## src/rtl/dm_cache_ctrl.sv

```systemverilog
// dm_cache_ctrl: direct-mapped write-back write-allocate cache controller with hit/miss counters
module dm_cache_ctrl #(
    parameter int SETS  = 16,
    parameter int WORDS = 4
) (
    input  logic        clk,
    input  logic        rst,
    input  logic        cpu_req,
    input  logic        cpu_we,
    input  logic [31:0] cpu_addr,
    input  logic [31:0] cpu_wdata,
    output logic [31:0] cpu_rdata,
    output logic        cpu_ready,
    output logic        mem_ren,
    output logic        mem_wen,
    output logic [31:0] mem_addr,
    output logic [31:0] mem_din,
    input  logic [31:0] mem_dout,
    output logic [31:0] hit_count,
    output logic [31:0] miss_count
);
    localparam int OW = $clog2(WORDS);
    localparam int IW = $clog2(SETS);
    localparam int TW = 32 - OW - IW;

    typedef enum logic [1:0] {IDLE, COMPARE, WRITEBACK, REFILL} state_t;

    state_t             state;
    logic               req_we;
    logic [31:0]        req_addr;
    logic [31:0]        req_wdata;
    logic [OW:0]        cnt;
    logic               post_refill;
    logic               ren_q;
    logic               wen_q;
    logic [SETS-1:0]    valid;
    logic [SETS-1:0]    dirty;
    logic [TW-1:0]      tags [SETS];
    logic [31:0]        data [SETS*WORDS];
    logic [OW-1:0]      off;
    logic [IW-1:0]      idx;
    logic [TW-1:0]      tag;
    logic [OW-1:0]      nxt;
    logic [OW-1:0]      prv;
    logic               hit;

    assign off = req_addr[OW-1:0];
    assign idx = req_addr[OW+IW-1:OW];
    assign tag = req_addr[31:OW+IW];
    assign nxt = cnt[OW-1:0] + 1'b1;
    assign prv = cnt[OW-1:0] - 1'b1;
    assign hit = valid[idx] && tags[idx] == tag;
    // strobes are forced low while reset is held so the memory's reset-time load is never disturbed
    assign mem_ren = ren_q & ~rst;
    assign mem_wen = wen_q & ~rst;

    // control FSM: request capture, hit service, victim write-back and line refill sequencing
    always_ff @(posedge clk) begin
        if (rst) begin
            state       <= IDLE;
            req_we      <= 1'b0;
            req_addr    <= '0;
            req_wdata   <= '0;
            cnt         <= '0;
            post_refill <= 1'b0;
            ren_q       <= 1'b0;
            wen_q       <= 1'b0;
            valid       <= '0;
            dirty       <= '0;
            cpu_ready   <= 1'b0;
            cpu_rdata   <= '0;
            mem_addr    <= '0;
            mem_din     <= '0;
            hit_count   <= '0;
            miss_count  <= '0;
        end else begin
            cpu_ready <= 1'b0;
            case (state)
                IDLE: begin
                    if (cpu_req) begin
                        req_we    <= cpu_we;
                        req_addr  <= cpu_addr;
                        req_wdata <= cpu_wdata;
                        state     <= COMPARE;
                    end
                end
                COMPARE: begin
                    if (hit) begin
                        if (req_we) dirty[idx] <= 1'b1;
                        else cpu_rdata <= data[{idx, off}];
                        if (!post_refill) hit_count <= hit_count + 1'b1;
                        post_refill <= 1'b0;
                        cpu_ready   <= 1'b1;
                        state       <= IDLE;
                    end else begin
                        miss_count <= miss_count + 1'b1;
                        cnt        <= '0;
                        if (valid[idx] && dirty[idx]) begin
                            wen_q    <= 1'b1;
                            mem_addr <= {tags[idx], idx, {OW{1'b0}}};
                            mem_din  <= data[{idx, {OW{1'b0}}}];
                            state    <= WRITEBACK;
                        end else begin
                            ren_q    <= 1'b1;
                            mem_addr <= {tag, idx, {OW{1'b0}}};
                            state    <= REFILL;
                        end
                    end
                end
                WRITEBACK: begin
                    if (cnt[OW-1:0] == {OW{1'b1}}) begin
                        wen_q      <= 1'b0;
                        ren_q      <= 1'b1;
                        dirty[idx] <= 1'b0;
                        mem_addr   <= {tag, idx, {OW{1'b0}}};
                        cnt        <= '0;
                        state      <= REFILL;
                    end else begin
                        mem_addr <= {tags[idx], idx, nxt};
                        mem_din  <= data[{idx, nxt}];
                        cnt      <= cnt + 1'b1;
                    end
                end
                REFILL: begin
                    cnt   <= cnt + 1'b1;
                    ren_q <= cnt < (OW+1)'(WORDS - 1);
                    if (cnt < (OW+1)'(WORDS - 1)) mem_addr <= {tag, idx, nxt};
                    if (cnt == (OW+1)'(WORDS)) begin
                        valid[idx]  <= 1'b1;
                        dirty[idx]  <= 1'b0;
                        post_refill <= 1'b1;
                        state       <= COMPARE;
                    end
                end
            endcase
        end
    end

    // line storage: write hits, refill capture one cycle behind each read strobe, tag install on the last beat
    always_ff @(posedge clk) begin
        if (state == COMPARE && hit && req_we) data[{idx, off}] <= req_wdata;
        if (state == REFILL && cnt != '0) data[{idx, prv}] <= mem_dout;
        if (state == REFILL && cnt == (OW+1)'(WORDS)) tags[idx] <= tag;
    end
endmodule
```

## config.mk

```make
export PLATFORM = sky130hd
export DESIGN_NAME = dm_cache_ctrl
export DESIGN_NICKNAME = d
export VERILOG_FILES = /design/src/rtl/dm_cache_ctrl.sv
export SDC_FILE = /design/constraint.sdc
export NUM_CORES = 2
export LEC_CHECK = 0
export CAP_MARGIN = 5
export CORE_MARGIN = 2
export CORE_UTILIZATION = 42
export DETAILED_ROUTE_END_ITERATION = 8
export HOLD_SLACK_MARGIN = 0.05
export PLACE_DENSITY = 0.61
export SLEW_MARGIN = 25
export SYNTH_ARGS = -nofsm -noshare
export SYNTH_HDL_FRONTEND = slang
export SYNTH_SLANG_ARGS = --single-unit
```

## constraint.sdc

```tcl
create_clock -name clk -period 18 [get_ports clk]
set_input_delay 2.7 -clock clk [delete_from_list [all_inputs] [get_ports clk]]
set_output_delay 2.7 -clock clk [all_outputs]
set_load 0.03 [all_outputs]
```

==> run summary <==
Ports -> 263
Place WS -> 10820 ps
Gate Count Post-Synth -> 6506
Late-Pin Clk Latency -> 950 ps
R2R depth -> 15
Worst R2R End -> data[50][26]$_DFFE_PP_
drt first pass iters -> 8
clk slew on worst S/H paths -> 60 ps
Placer Congestion -> 0.9143
Crit Path Category -> flop to flop
Static Leak -> 0.04318 uW
clock root cell -> clkbuf_16
Hold Crit Class -> flop to flop
CTS tree -> done
Final Slew Violations -> 0
crit end category -> flop
via count -> 75111
setup_tns -> 0 ps
arrival time at the worst endpoint -> 8030 ps
max frequency -> 0.1336 GHz
mean area per synthesized cell -> 19.41 um2
CTS resizes -> 0
Max-slew headroom -> 23.68%
period utilization -> 41.57%
cells in synth_stat.txt -> 6506
hold path start -> req_wdata[18]$_SDFFE_PP0P_
Total GRT Usage -> 28.98%
largest net degree at the start of global routing -> 113
drt total wl -> 446.7 mm
Hold Vio Cnt, Final -> 0
Max clock buf depth -> 4
Hold Path End -> req_wdata[18]$_SDFFE_PP0P_
fin util -> 48.28%
NumNets Final -> 6899
chip footprint -> 0.3051 mm2
Residual DRC -> 0
status -> finished, final reports clean
unique cell type count in the Yosys netlist -> 75
hold depth -> 2
grt total ovfl -> 0
vias per inst -> 6.825
H-tree depth -> 5
worst vdd ir -> 0.00007332 V
Cell Area, Synth -> 0.1263 mm2
Startpoint Class -> flop
yosys synthesis chip area -> 0.1263 mm2
Synth async-reset ratio -> 0%
[cells in the final DEF (no fill, tap or decap), types with 16 or more instances in the layout]
master           count
clkbuf_1            56
xnor2_1             18
a211oi_1            27
nand4_1             46
nand3_1             61
o21ai_0            113
clkbuf_8            22
mux4_2            1507
o211ai_1            22
buf_4              220
a311oi_1            17
mux2i_1            175
or3_1               19
nor2_4              81
bufinv_16           25
clkdlybuf4s50_1    261
a221oi_1            21
a21oi_1            176
dfxtp_1            259
nor2b_1             29
nand2_1            397
nand2b_1            16
edfxtp_1          2464
nor3_1              32
clkinv_2            56
nor2_1              94
clkinv_1            42
or2_2               17
clkbuf_16          311
inv_1               27
mux2_2              64
a22oi_1             57
[power by group]
part           leakage (uW)  internal (uW)  switching (uW)
Combinational        0.0134            916            1450
Clock               0.00492           3650            2680
Sequential           0.0249           7080             119
[worst max-delay path, delay by kind of cell, from the launching register on]
family                    cells  cell delay (ps)
AOI/OAI and AO/OA             1              160
xor gates and xnor gates      1              200
buffers and inverters         7             3280
DFF                           1              310
muxes                         2              530
and+or+nand+nor               4             2160
[registers in the layout, indices dropped and copies added (netlist names), 2 cells and up, named ones only]
| name | cells |
|---|---|
| req_addr | 32 |
| cnt | 3 |
| miss_count | 32 |
| hit_count | 32 |
| cpu_rdata | 32 |
| data | 2048 |
| mem_addr | 32 |
| mem_din | 32 |
| req_wdata | 32 |
| tags | 416 |
| state | 2 |
| valid | 16 |
[layout make-up]
cell class / count / area (um2) / share of cell area [%]
Antenna cell: 10 / 25.02 / 0.01730
Clock buffer: 390 / 8300 / 5.740
Clock inverter: 165 / 1773 / 1.226
Inverter: 30 / 122.6 / 0.08479
Multi-Input combinational cell: 3226 / 45490 / 31.46
Sequential cell: 2734 / 79430 / 54.93
Tap cell: 3958 / 4952 / 3.425
Timing Repair Buffer: 493 / 4507 / 3.117
[layer usage]
| metal | track usage, % | vias up | wire, um |
|---|---|---|---|
| met4 | 13.48 | 24 | 23900 |
| met2 | 43.75 | 5384 | 203400 |
| met5 | 0.2188 | - | 243 |
| li1 | - | 28466 | - |
| met1 | 38.82 | 40271 | 164200 |
| met3 | 8.424 | 966 | 54960 |
[kinds of logic after synthesis]
logic type               share of synthesized area (%)
AND-OR/OR-AND                                    2.777
buffers and inverters                            1.755
multiplexers                                     29.11
adder cells (fa/ha/maj)                        0.09906
XOR/XNOR                                        0.2080
AND/OR/NAND/NOR                                  3.188
flip-flops                                       62.86
[cell usage after synthesis (32+ instances only)]
master	number	share of area, %
a21oi_1	180	0.71
a22oi_1	57	0.34
buf_1	134	0.40
clkbuf_1	330	0.98
dfxtp_1	270	4.3
edfxtp_1	2464	59
mux2_2	70	0.62
mux2i_1	175	1.4
mux4_2	1507	27
nand2_1	399	1.2
nand3_1	61	0.24
nand4_1	46	0.23
nor2_1	181	0.54
nor2b_1	33	0.16
nor3_1	32	0.13
o21ai_0	115	0.46
[stage by stage]
stage          cell area (um2)  cells
2_1_floorplan           126300   6506
3_3_place_gp            134500  10439
3_5_place_dp            134500  10441
4_1_cts                 144600  10996
5_1_grt                 144600  10997
6_report                144600  11006
layers.png
Bar = 200 um.
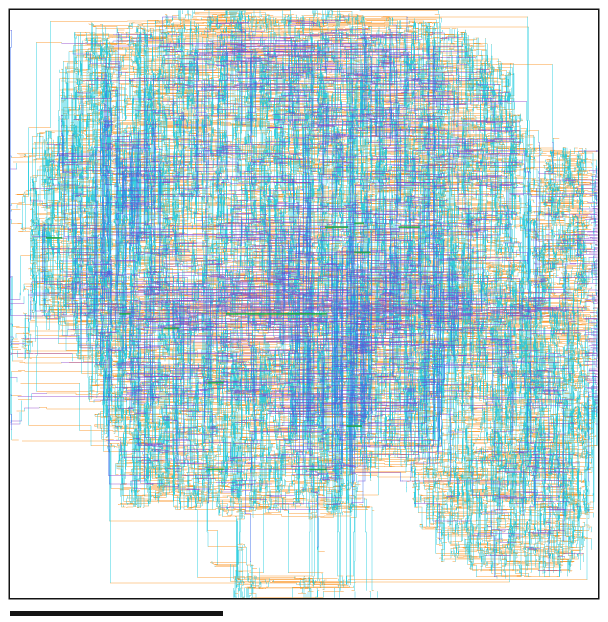
Key: M5 = green [wire length 244 um]; M3 = purple [wire length 55.0 mm]; M4 = blue [wire length 23.9 mm]; M2 = cyan [wire length 203 mm]; M1 = orange [wire length 164 mm]

pinout.png
Pins as bars across the die edge, other pins in gray.
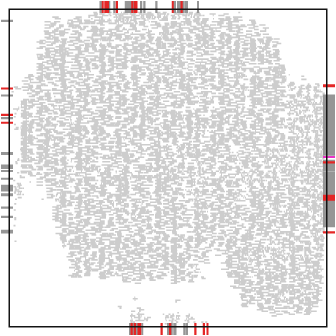
Key: cpu_rdata = red [pins 32, direction output, edge 11 top, 10 bottom, 8 right, 3 left]; cpu_req = magenta [pins 1, direction input, edge right]
All pins by edge: 159 right, 50 top, 29 bottom, 25 left.
Buffers on Ports: 262
die height: 552.4 um
Die Width: 552.4 um

No activity file was given, so power comes from the tool's default toggle rates.
